Run 1, cell outlines without signal wires:
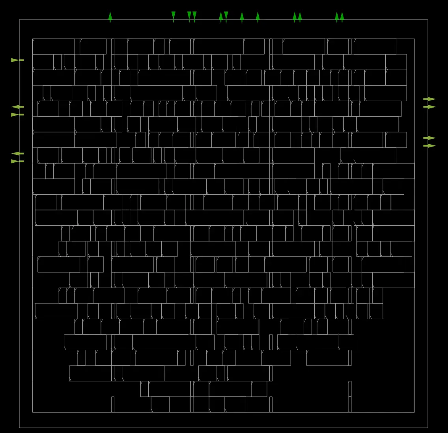
Run 1, clock network drawn from the DEF:
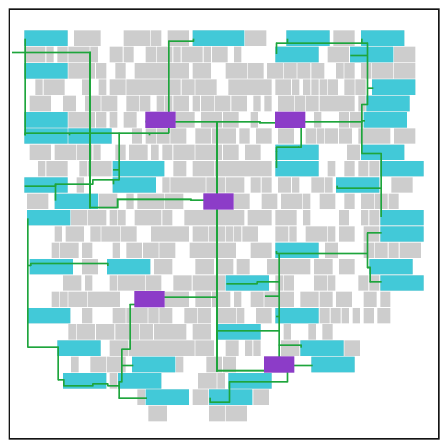
Run 1, metal layers overlaid:
The bar under the picture is 20 um long.
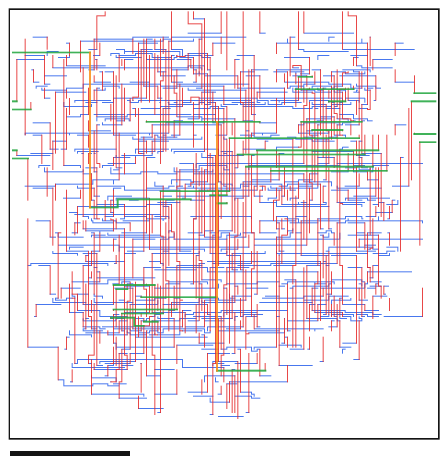
**config.mk**
```make
export PLATFORM = sky130hd
export DESIGN_NAME = warmboot_ctrl_flat
export DESIGN_NICKNAME = d
export VERILOG_FILES = /design/src/rtl/boot_pkg.sv /design/src/rtl/warmboot_ctrl_if.sv /design/src/rtl/led_progress.sv /design/src/rtl/warmboot_ctrl.sv /design/src/flat_wrapper.sv
export SDC_FILE = /design/constraint.sdc
export NUM_CORES = 1
export LEC_CHECK = 0
export CORE_MARGIN = 2
export CORE_UTILIZATION = 52
export DETAILED_ROUTE_END_ITERATION = 16
export PLACE_DENSITY = 0.77
export SLEW_MARGIN = 20
export SYNTH_ARGS = -nofsm -noshare
export SYNTH_HDL_FRONTEND = slang
export SYNTH_SLANG_ARGS = --single-unit
```
**constraint.sdc**
```tcl
create_clock -name clk -period 2 [get_ports clk]
set_clock_uncertainty 0.05 [all_clocks]
set_input_delay 0.2 -clock clk [delete_from_list [all_inputs] [get_ports clk]]
set_output_delay 0.2 -clock clk [all_outputs]
set_load 0.05 [all_outputs]
```
**src/rtl/boot_pkg.sv**
```systemverilog
// Shared types and constants for the warmboot controller slice.
package boot_pkg;

  // FSM state codes; the numeric values are visible on the debug state port
  typedef enum logic [1:0] {
    COUNTDOWN = 2'd0,
    HALTED    = 2'd1,
    ARM       = 2'd2,
    BOOT      = 2'd3
  } state_t;

  // Warmboot image index as seen by SB_WARMBOOT {S1,S0}
  typedef logic [1:0] image_t;

  localparam image_t IMAGE_MAX = 2'd3;

endpackage

```
**src/rtl/warmboot_ctrl_if.sv**
```systemverilog
// Boot-command handshake between a host-side command source and the controller.
interface warmboot_ctrl_if;
  import boot_pkg::*;

  logic   cmd_valid;
  logic   cmd_ready;
  image_t cmd_image;
  logic   cmd_rearm;

  modport master (
    output cmd_valid,
    output cmd_image,
    output cmd_rearm,
    input  cmd_ready
  );

  modport slave (
    input  cmd_valid,
    input  cmd_image,
    input  cmd_rearm,
    output cmd_ready
  );

endinterface

```
**src/rtl/led_progress.sv**
```systemverilog
// Progress-bar comparator array: led i lights once ctr passes i equal steps of MAX.
module led_progress #(
  parameter int MAX      = 2**27,
  parameter int NUM_LEDS = 8
) (
  input  logic [$clog2(MAX+1)-1:0] ctr,
  output logic [NUM_LEDS-1:0]      leds
);

  localparam int STEP = MAX / NUM_LEDS;

  // One unsigned threshold compare per led, thresholds spaced by STEP
  always_comb begin
    leds = '0;
    for (int i = 0; i < NUM_LEDS; i++) begin
      leds[i] = (32'(ctr) > 32'(STEP * i));
    end
  end

endmodule

```
**src/rtl/warmboot_ctrl.sv**
```systemverilog
// Warmboot controller: counts down to an automatic boot of the selected image,
// lets host traffic halt the countdown, and accepts boot/rearm commands.
module warmboot_ctrl
  import boot_pkg::*;
#(
  parameter int TIMEOUT_CYCLES = 2**27,
  parameter int NUM_LEDS       = 8,
  parameter int DEFAULT_IMAGE  = 1,
  parameter int SETTLE_CYCLES  = 4
) (
  input  logic                clk,
  input  logic                sresetn,
  input  logic                activity,
  warmboot_ctrl_if.slave      cmd,
  output image_t              sel,
  output logic                boot,
  output logic [NUM_LEDS-1:0] leds,
  output logic [1:0]          state
);

  localparam int CW = $clog2(TIMEOUT_CYCLES + 1);
  localparam int SW = (SETTLE_CYCLES > 1) ? $clog2(SETTLE_CYCLES) : 1;
  localparam logic [CW-1:0] CTR_LAST    = CW'(TIMEOUT_CYCLES - 1);
  localparam logic [SW-1:0] SETTLE_LAST = SW'(SETTLE_CYCLES - 1);
  localparam image_t        RESET_IMAGE = image_t'(DEFAULT_IMAGE);

  state_t              cur_state;
  logic [CW-1:0]       ctr;
  logic [SW-1:0]       settle;
  image_t              target;
  logic [NUM_LEDS-1:0] bar;
  logic                xfer;

  led_progress #(
    .MAX      (TIMEOUT_CYCLES),
    .NUM_LEDS (NUM_LEDS)
  ) u_led_progress (
    .ctr  (ctr),
    .leds (bar)
  );

  assign cmd.cmd_ready = (cur_state == COUNTDOWN) || (cur_state == HALTED);
  assign xfer          = cmd.cmd_valid && cmd.cmd_ready;
  assign state         = cur_state;

  // Main FSM with all registered outputs; a command beats activity, activity beats timeout
  always_ff @(posedge clk) begin
    if (!sresetn) begin
      cur_state <= COUNTDOWN;
      ctr       <= '0;
      settle    <= '0;
      target    <= RESET_IMAGE;
      sel       <= RESET_IMAGE;
      boot      <= 1'b0;
      leds      <= '0;
    end else begin
      if (xfer) begin
        target <= cmd.cmd_image;
        sel    <= cmd.cmd_image;
        if (cmd.cmd_rearm) begin
          ctr       <= '0;
          cur_state <= COUNTDOWN;
        end else begin
          settle    <= '0;
          cur_state <= ARM;
        end
      end else begin
        case (cur_state)
          COUNTDOWN: begin
            if (activity) begin
              cur_state <= HALTED;
            end else begin
              ctr <= ctr + 1'b1;
              if (ctr == CTR_LAST) begin
                settle    <= '0;
                cur_state <= ARM;
              end
            end
          end
          HALTED: begin
            cur_state <= HALTED;
          end
          ARM: begin
            if (settle == SETTLE_LAST) begin
              boot      <= 1'b1;
              cur_state <= BOOT;
            end else begin
              settle <= settle + 1'b1;
            end
          end
          BOOT: begin
            boot <= 1'b1;
          end
          default: begin
            cur_state <= COUNTDOWN;
          end
        endcase
      end

      case (cur_state)
        COUNTDOWN: leds <= bar;
        HALTED:    leds <= '0;
        default:   leds <= '1;
      endcase
    end
  end

endmodule

```
**src/flat_wrapper.sv**
```systemverilog
// flat-port wrapper written by rule: the top's interface ports become plain ports
module warmboot_ctrl_flat import boot_pkg::*;
#(
  parameter int TIMEOUT_CYCLES = 2**27,
  parameter int NUM_LEDS       = 8,
  parameter int DEFAULT_IMAGE  = 1,
  parameter int SETTLE_CYCLES  = 4
)
  (clk, sresetn, activity, sel, boot, leds, state, cmd_cmd_valid, cmd_cmd_image, cmd_cmd_rearm, cmd_cmd_ready);
  warmboot_ctrl_if cmd_i ();
  input  logic clk;
  input  logic sresetn;
  input  logic activity;
  output image_t sel;
  output logic boot;
  output logic [NUM_LEDS-1:0] leds;
  output logic [1:0] state;
  input wire logic [$bits(cmd_i.cmd_valid)-1:0] cmd_cmd_valid;
  input wire logic [$bits(cmd_i.cmd_image)-1:0] cmd_cmd_image;
  input wire logic [$bits(cmd_i.cmd_rearm)-1:0] cmd_cmd_rearm;
  output wire logic [$bits(cmd_i.cmd_ready)-1:0] cmd_cmd_ready;
  assign cmd_i.cmd_valid = cmd_cmd_valid;
  assign cmd_i.cmd_image = cmd_cmd_image;
  assign cmd_i.cmd_rearm = cmd_cmd_rearm;
  assign cmd_cmd_ready = cmd_i.cmd_ready;
  warmboot_ctrl #(.TIMEOUT_CYCLES(TIMEOUT_CYCLES), .NUM_LEDS(NUM_LEDS), .DEFAULT_IMAGE(DEFAULT_IMAGE), .SETTLE_CYCLES(SETTLE_CYCLES)) u_core (.clk(clk), .sresetn(sresetn), .activity(activity), .cmd(cmd_i), .sel(sel), .boot(boot), .leds(leds), .state(state));
endmodule
```
==> results.py, run 1 <==
# Auto-generated metrics
metrics = {
    "clock_network": {
        "ctsLongestPathBuffers": 2,
        "cts.clk_slew.worst_paths_ns": 0.08,
        "cts_tree": "built",
        "cts_sinks": 43,
    },
    "setup_path": {
        "cp_num_cells": 8,
        "cp_max_fo": 5,
    },
    "pwr": {
        "p_per_area_mw_per_mm2": 1030,
    },
    "sta": {
        "setup_slack_ns": 0.0969,
        "period_used_share": 0.952,
        "worstMarginPinSlew_ns": 0.507,
    },
    "outcome": {
        "run_status": "finished clean",
    },
    "cells_and_area": {
        "drive_gt1_frac": 0.229,
        "fill_cells": 321,
        "logic_area_mm2": 0.00145,
    },
    "run": {
        "maxCapViolations": 0,
    },
    "global_route": {
        "grt_pass1_wl_mm": 9.42,
        "grt_antenna_before_repair": 0,
    },
    "synthesis": {
        "synth.distinct_cells": 61,
        "synthCells": 276,
        "largest_area_cell": "dfxtp_1",
        "async_reset_ff_frac": 0,
        "synth_chip_area_mm2": 0.00236,
        "synth-main-ff-cell": "dfxtp_1",
    },
    "die": {
        "die_area_mm2": 0.00509,
        "core_area_mm2": 0.00435,
    },
    "routing": {
        "drcViolationCount": 0,
    },
    "placed_design": {
        "place_hpwl_mm": 4.17,
    },
}
## Picture notes: 'cell outlines without signal wires'
sequential share of cell area: 0.283
# rows: 24
Layout Cells excl Fill: 380

## Picture notes: 'clock network drawn from the DEF'
legend:
  cyan:
    item: flip-flops
    count: 43
  green:
    item: clock wires
    length: 508 um
  purple:
    item: clock drivers
    count: 5
flops lie: widely spread
routed clock nets: 6
clk latency late pin: 0.30 ns
Clk pwr share: 0.223
Clock group: 702 uW

## Picture notes: 'metal layers overlaid'
legend:
  orange:
    layer: metal 4
    wire_length: 67.3 um
  blue:
    layer: metal 1
    wire_length: 2650 um
  green:
    layer: metal 3
    wire_length: 276 um
  red:
    layer: metal 2
    wire_length: 2790 um
routed via count: 2223
GRT Resource Usage Total: 0.231

==> run 1: state kept, by name (all words and copies together) (netlist names) <==
register and count:
u_core.boot 1, u_core.ctr 28, u_core.leds 8, u_core.sel 2
u_core.settle 2, u_core.state 2
==> run 1: layer usage <==
layer | up-vias | global-route usage | share of wire
met5 | - | 0 | 0
met4 | 0 | 0.0839 | 0.012
met3 | 6 | 0.0436 | 0.048
met2 | 52 | 0.382 | 0.48
met1 | 1060 | 0.301 | 0.46
li1 | 1105 | - | -
==> run 1: area by class of cell <==
cell class                 instances  share of cell area
clock inverter                     2              0.0114
multi-input combinational        203               0.472
clock buffer                       6              0.0269
inverter                          16              0.0196
sequential                        43               0.283
timing repair buffer              58               0.167
tap                               52              0.0212
==> run 1: cells in the final DEF (no fill, tap or decap), types with 2 or more instances in the layout <==
cell type	instances
nand4_1	8
nor4_1	5
a31oi_1	4
ha_1	6
clkdlybuf4s50_1	19
a41o_1	3
and2_1	2
o21ai_2	2
and3_1	2
a211oi_1	3
dfxtp_4	2
nand2_1	20
and4_1	4
nand2b_1	2
nand3_1	8
o21ai_0	15
inv_2	2
nand3_2	2
ha_4	2
a2111oi_2	3
nor2_1	29
o22ai_1	2
buf_4	36
dfxtp_1	41
clkbuf_8	6
nor3_1	2
xnor2_1	13
buf_12	2
mux2i_1	3
a21o_1	3
inv_1	13
nor3_2	2
a21oi_1	18
or3_1	10
==> run 1: cells by family (layout without fill, tap and decap cells) <==
logic type / after synthesis / count (layout) / synth area share
compound gates: 73 / 74 / 0.228
flops: 43 / 43 / 0.365
xor+xnor: 14 / 14 / 0.0520
simple gates: 104 / 104 / 0.238
mux: 3 / 3 / 0.0127
fa+ha+maj: 8 / 8 / 0.0425
buf+inv: 31 / 82 / 0.0616
==> run 1: timing repair <==
| action | CTS | global route |
|---|---|---|
| gates cloned | 0 | 1 |
| gates resized | 1 | 14 |
| pin swaps | 0 | 2 |
| endpoints found under the setup margin | 1 | 17 |
| buffers inserted | 0 | 1 |
| endpoints found under the hold margin | 0 | 0 |
==> run 1: power breakdown <==
part	total, uW	switching, uW	internal (uW)
sequential	1000	42.8	959
combinational	1450	872	576
clock	702	298	404
total	3150	1210	1940
==> run 1: how the worst min path moves through the flow <==
stage | from | to
floorplan | cmd_cmd_image[0] | u_core.sel[0]
global placement | u_core.settle[1] | u_core.settle[1]
detailed placement | u_core.boot | u_core.boot
CTS | u_core.boot | u_core.boot
global route | u_core.boot | u_core.boot
finish | u_core.boot | u_core.boot
==> run 1: through the flow <==
step	setup TNS [ns]	hold slack, ns	utilization	area (um^2)	power [uW]
after detailed placement	-0.907	0.411	0.654	2850	2390
after global placement	-0.246	0.402	0.654	2850	2360
after CTS	0	0.430	0.684	2980	3090
after global routing	-0.0362	0.452	0.705	3070	3310
after floorplan	0	0.275	-	2370	1870
final	0	0.419	0.705	3070	3150
==> run 1: worst register-to-register path: cells and delay by family (launching register included) <==
kind / cells / cell delay [ns]
adder cells (fa/ha/maj): 1 / 0.17
AND/OR/NAND/NOR: 3 / 0.69
AND-OR/OR-AND: 2 / 0.31
buffers and inverters: 2 / 0.29
flip-flops: 1 / 0.35
## Run 2: what changed since run 1
--- a/config.mk
+++ b/config.mk
@@ -8,6 +8,7 @@
 export CORE_MARGIN = 2
 export CORE_UTILIZATION = 52
 export DETAILED_ROUTE_END_ITERATION = 16
+export MAX_ROUTING_LAYER = met4
 export PLACE_DENSITY = 0.77
 export SLEW_MARGIN = 20
 export SYNTH_ARGS = -nofsm -noshare
Run 2, cell outlines without signal wires:
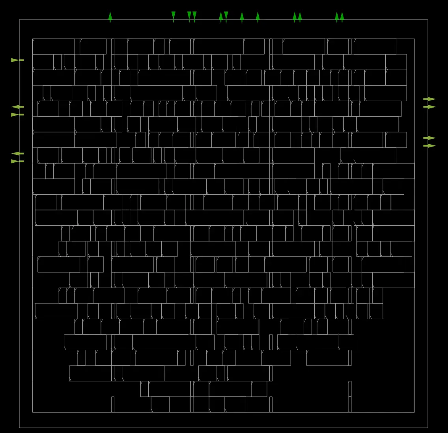
Seq cells: 43
fillcell total: 321
core area: 0.00435 mm^2

==> run 2 against run 1 <==
Clock power increased by 0.6%. Critical endpoint unchanged. Highest routed layer unchanged. First-iteration DRC count increased by 6.2%. Maximum frequency about the same. Largest power group unchanged. Final cell count unchanged. Worst hold slack unchanged.
==> results.py, run 2 <==
# Auto-generated metrics
metrics = {
    "synthesis": {
        "async_reset_ff_frac": 0,
        "synth.distinct_cells": 61,
        "synth-main-ff-cell": "dfxtp_1",
        "edf_count": 0,
        "synth_chip_area_mm2": 0.00236,
        "synthCells": 276,
        "common_cells": "dfxtp_1, nor2_1, nand2_1",
        "largest_area_cell": "dfxtp_1",
    },
    "pwr": {
        "p_switching_uw": 1220,
        "comb_power_share": 0.459,
        "clkPwrFrac": 0.224,
        "swShare": 0.386,
        "p_seq_frac": 0.317,
        "internal-power_uw": 1940,
        "p_per_area_mw_per_mm2": 1030,
    },
    "setup_path": {
        "cp_max_fo": 5,
        "start_kind": "flip-flop",
    },
    "placed_design": {
        "place_hpwl_mm": 4.17,
    },
    "die": {
        "initCoreUtil": 0.541,
        "die_h_um": 71.3,
        "die_area_mm2": 0.00509,
        "rows": 24,
    },
    "cells_and_area": {
        "drive_gt1_frac": 0.229,
        "areaGrowthSynthToFinish_pct": 30.3,
        "layout_top_cells": "dfxtp_1, buf_4, nor2_1",
        "reg_top3": "u_core.ctr (28), u_core.leds (8)",
        "largest_reg_flops": 28,
        "layout_top_cell": "dfxtp_1",
        "top_register": "u_core.ctr",
        "fin_cells": 380,
    },
    "run": {
        "maxCapViolations": 0,
    },
    "sta": {
        "tns_ns": 0,
        "period_used_share": 0.951,
        "slew_headroom": 0.640,
        "holdWs_ns": 0.419,
        "worstMarginPinSlew_ns": 0.534,
        "setup_slack_ns": 0.0980,
    },
    "global_route": {
        "grt_pass1_wl_mm": 9.42,
        "gr-usage-all-layers": 0.238,
        "grt_antenna_before_repair": 0,
    },
    "clock_network": {
        "cts_sinks": 43,
        "cts_root_buf": "clkbuf_8",
        "clkLatencyLatePin_ns": 0.30,
        "cts_tree": "built",
        "cts.clk_slew.worst_paths_ns": 0.08,
        "htreeDepth": 2,
        "ctsLongestPathBuffers": 2,
    },
    "routing": {
        "vias": 2236,
        "drcViolationCount": 0,
    },
    "outcome": {
        "run_status": "finished clean",
    },
}
Run 2, port wiring:
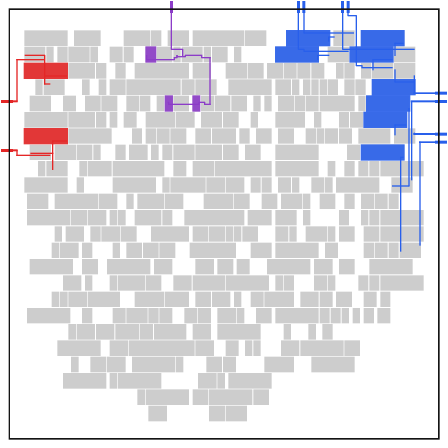
legend:
  red:
    port: `sel`
    bits: 2
    direction: output
    edge: left
    end_cells: 2
    buffers: 2
    wire: 42.6 um
  blue:
    port: `leds`
    bits: 8
    direction: output
    edge: 4 right, 4 top
    end_cells: 8
    buffers: 8
    wire: 162 um
  purple:
    port: `activity`
    bits: 1
    direction: input
    edge: top
    end_cells: 3
    buffers: 1
    wire: 37.6 um
Buffers on Ports: 20
I/O pin cnt: 21

run 2: cell counts in the layout (fill, tap and decap cells not counted):
Identical to the previous run, type by type.
run 2: power groups by stage:
| stage | Combinational [uW] | Sequential (uW) | Clock (uW) |
|---|---|---|---|
| 2_1_floorplan | 549 | 1320 | 0 |
| 3_3_place_gp | 1350 | 1010 | 0 |
| 3_5_place_dp | 1370 | 1020 | 0 |
| 4_1_cts | 1380 | 998 | 712 |
| 5_1_grt | 1550 | 1010 | 748 |
| 6_report | 1450 | 1000 | 706 |
run 2: cell families (layout without fill, tap and decap cells):
kind of cell	after synthesis	after routing	share of synthesized area
buf+inv	31	82	0.0616
simple gates	104	104	0.238
fa+ha+maj	8	8	0.0425
mux	3	3	0.0127
xor+xnor	14	14	0.0520
compound gates	73	74	0.228
flops	43	43	0.365
run 2: what timing repair did:
item                                    4_1_cts  5_1_grt
setup buffers                                 0        1
resized                                       1       14
pin swaps                                     0        2
endpoints found under the setup margin        1       17
cloned                                        0        1
run 2: final timing paths:
kind	startpoint	to	slack [ns]
worst max-delay path	u_core.state[1]	u_core.ctr[27]	0.1
worst max register to register	u_core.state[1]	u_core.ctr[27]	0.1
worst min register to register	u_core.boot	u_core.boot	0.42
worst min-delay path	u_core.boot	u_core.boot	0.42
run 2: worst max-delay path: stages (launching register included):
cell and delay [ns]:
dfxtp_4 0.35, inv_2 0.10, ha_4 0.17, nand2_1 0.09
nor4_4 0.22, buf_4 0.19, o2111ai_4 0.16, or3_1 0.38
a21oi_1 0.14
run 2: routing by layer:
layer	GRT usage	vias to the layer above	wire [um]
met2	0.382	48	2780
li1	-	1105	-
met3	0.0436	6	274
met4	0.0839	0	65
met5	-	-	0
met1	0.301	1077	2670
run 2: metrics by stage:
stage | instance area [um^2] | power, uW | util
detailed placement | 2850 | 2390 | 0.654
global route | 3070 | 3310 | 0.705
global placement | 2850 | 2360 | 0.654
floorplan | 2370 | 1870 | -
finish | 3070 | 3160 | 0.705
CTS | 2980 | 3090 | 0.684
run 2: final cells by class:
type,count,area [um^2],area share
repair buffers,58,512,0.167
inverters,16,60.1,0.0196
well taps,52,65.1,0.0212
flip-flops and latches,43,868,0.283
clock buffers,6,82.6,0.0269
multi-input cells,203,1450,0.472
clock inverters,2,35.0,0.0114
Run 2, metal layers overlaid:
The bar under the picture is 20 um long.
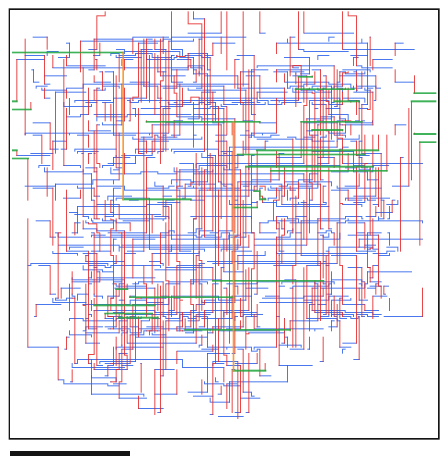

## Run 3: what changed since run 2
--- a/config.mk
+++ b/config.mk
@@ -5,7 +5,7 @@
 export SDC_FILE = /design/constraint.sdc
 export NUM_CORES = 1
 export LEC_CHECK = 0
-export CORE_MARGIN = 2
+export CORE_MARGIN = 5
 export CORE_UTILIZATION = 52
 export DETAILED_ROUTE_END_ITERATION = 16
 export MAX_ROUTING_LAYER = met4
Run 3, metal layers overlaid:
The bar under the picture is 20 um long.
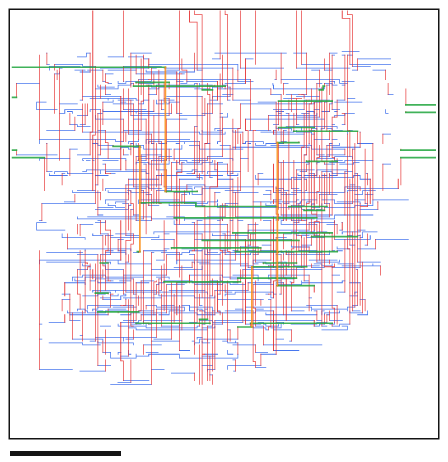
legend:
  red:
    layer: metal 2
    wire_length: 2650 um
  green:
    layer: metal 3
    wire_length: 362 um
  blue:
    layer: metal 1
    wire_length: 2600 um
  orange:
    layer: metal 4
    wire_length: 78.2 um
routed len/inst: 15.3 um
routed via count: 2181
GRT Resource Usage Total: 0.193

==> run 3 against run 2 <==
Area after synthesis stayed put. Clock power hardly changed. Setup slack hardly changed. Count of clock-buffer cells in the layout stayed put. Critical path depth stayed put. Register-to-register slack hardly changed. Wire length is 1.7% lower. Final cell count is 2.1% lower. Sequential share of layout area is 0.81 points higher. Highest routed layer unchanged.
==> results.py, run 3 <==
# Auto-generated metrics
metrics = {
    "clock_network": {
        "cts_root_buf": "clkbuf_8",
        "ctsLongestPathBuffers": 2,
        "clkLatencyLatePin_ns": 0.30,
        "cts_sinks": 43,
        "htreeDepth": 2,
    },
    "outcome": {
        "run_status": "finished clean",
    },
    "sta": {
        "holdWs_ns": 0.413,
        "worstMarginPinSlew_ns": 0.534,
    },
    "die": {
        "num_io_pins": 21,
        "initCoreUtil": 0.538,
    },
    "min_path": {
        "hold_start": "u_core.settle[1]",
    },
    "cells_and_area": {
        "layout_top_cell": "dfxtp_1",
        "layout_top_cells": "dfxtp_1, nor2_1, buf_4",
        "drive_gt1_frac": 0.213,
        "areaGrowthSynthToFinish_pct": 26.7,
        "largest_reg_flops": 28,
        "stdcell_area_mm2": 0.00299,
        "top_register": "u_core.ctr",
    },
    "setup_path": {
        "start_kind": "flip-flop",
        "r2r-end": "u_core.ctr[25]",
        "r2r_start": "u_core.state[1]",
    },
    "synthesis": {
        "largest_area_cell": "dfxtp_1",
        "synthCells": 276,
        "synth_chip_area_mm2": 0.00236,
    },
    "placed_design": {
        "port_buffers": 20,
    },
}
Run 3, port wiring:
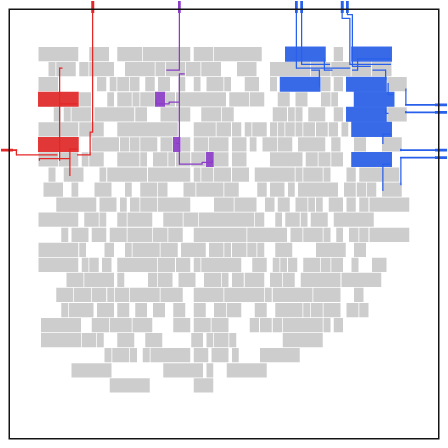
legend:
  purple:
    port: `activity`
    bits: 1
    direction: input
    edge: top
    end_cells: 3
    buffers: 1
    wire: 42.7 um
  red:
    port: `sel`
    bits: 2
    direction: output
    edge: 1 top, 1 left
    end_cells: 2
    buffers: 2
    wire: 70.0 um
  blue:
    port: `leds`
    bits: 8
    direction: output
    edge: 4 right, 4 top
    end_cells: 8
    buffers: 8
    wire: 133 um

-- run 3: cells by family after synthesis --
logic type | after synthesis | share of synthesized area
mux | 3 | 0.0127
buf+inv | 31 | 0.0616
xor+xnor | 14 | 0.0520
compound gates | 73 | 0.228
simple gates | 104 | 0.238
flops | 43 | 0.365
fa+ha+maj | 8 | 0.0425
-- run 3: per-stage QoR --
stage,instances,setup slack [ns],TNS [ns]
floorplan,276,0.0139,0
global placement,362,-0.0793,-0.561
detailed placement,362,-0.120,-1.13
CTS,370,0.0135,0
global route,372,-0.0126,-0.0222
finish,372,0.0985,0
-- run 3: power breakdown --
part           switching [uW]  leakage, uW  internal, uW
sequential               42.1     0.000350           959
clock                     304    0.0000612           404
combinational             864     0.000726           547
total                    1210      0.00114          1910
-- run 3: repair_timing --
| item | 4_1_cts | 5_1_grt |
|---|---|---|
| pin swaps | 0 | 6 |
| gates cloned | 0 | 1 |
| resized | 1 | 14 |
| setup buffers | 0 | 1 |
| setup endpoints to repair | 4 | 22 |
-- run 3: worst max-delay path by stage --
stage | to | startpoint | slack, ns
2_1_floorplan | u_core.ctr[23] | u_core.state[1] | 0.01
3_3_place_gp | u_core.ctr[26] | cmd_cmd_valid | -0.08
3_5_place_dp | u_core.ctr[27] | cmd_cmd_valid | -0.12
4_1_cts | u_core.ctr[26] | u_core.state[1] | 0.01
5_1_grt | u_core.ctr[17] | u_core.state[1] | -0.01
6_report | u_core.ctr[25] | u_core.state[1] | 0.1
-- run 3: worst max-delay path, cell delays in order (launching register included) --
cell	delay [ns]
dfxtp_4	0.35
inv_2	0.08
ha_4	0.18
nand2_1	0.09
nor4_4	0.21
buf_4	0.18
o2111ai_4	0.18
or3_1	0.38
a21oi_1	0.13
-- run 3: layout make-up --
class,instances,area (um^2)
multi-input combinational,203,1440
timing repair buffer,50,439
clock buffer,6,82.6
tap,52,65.1
fill,338,1400
inverter,16,60.1
sequential,43,868
clock inverter,2,35.0
-- run 3: routing by layer --
metal / up-vias / wire length [um] / global-route usage
li1: 1087 / - / -
met2: 71 / 2650 / 0.292
met4: 0 / 78 / 0.0550
met3: 10 / 361 / 0.0324
met5: - / 0 / -
met1: 1013 / 2600 / 0.267
Power and IR drop assume default switching activity.
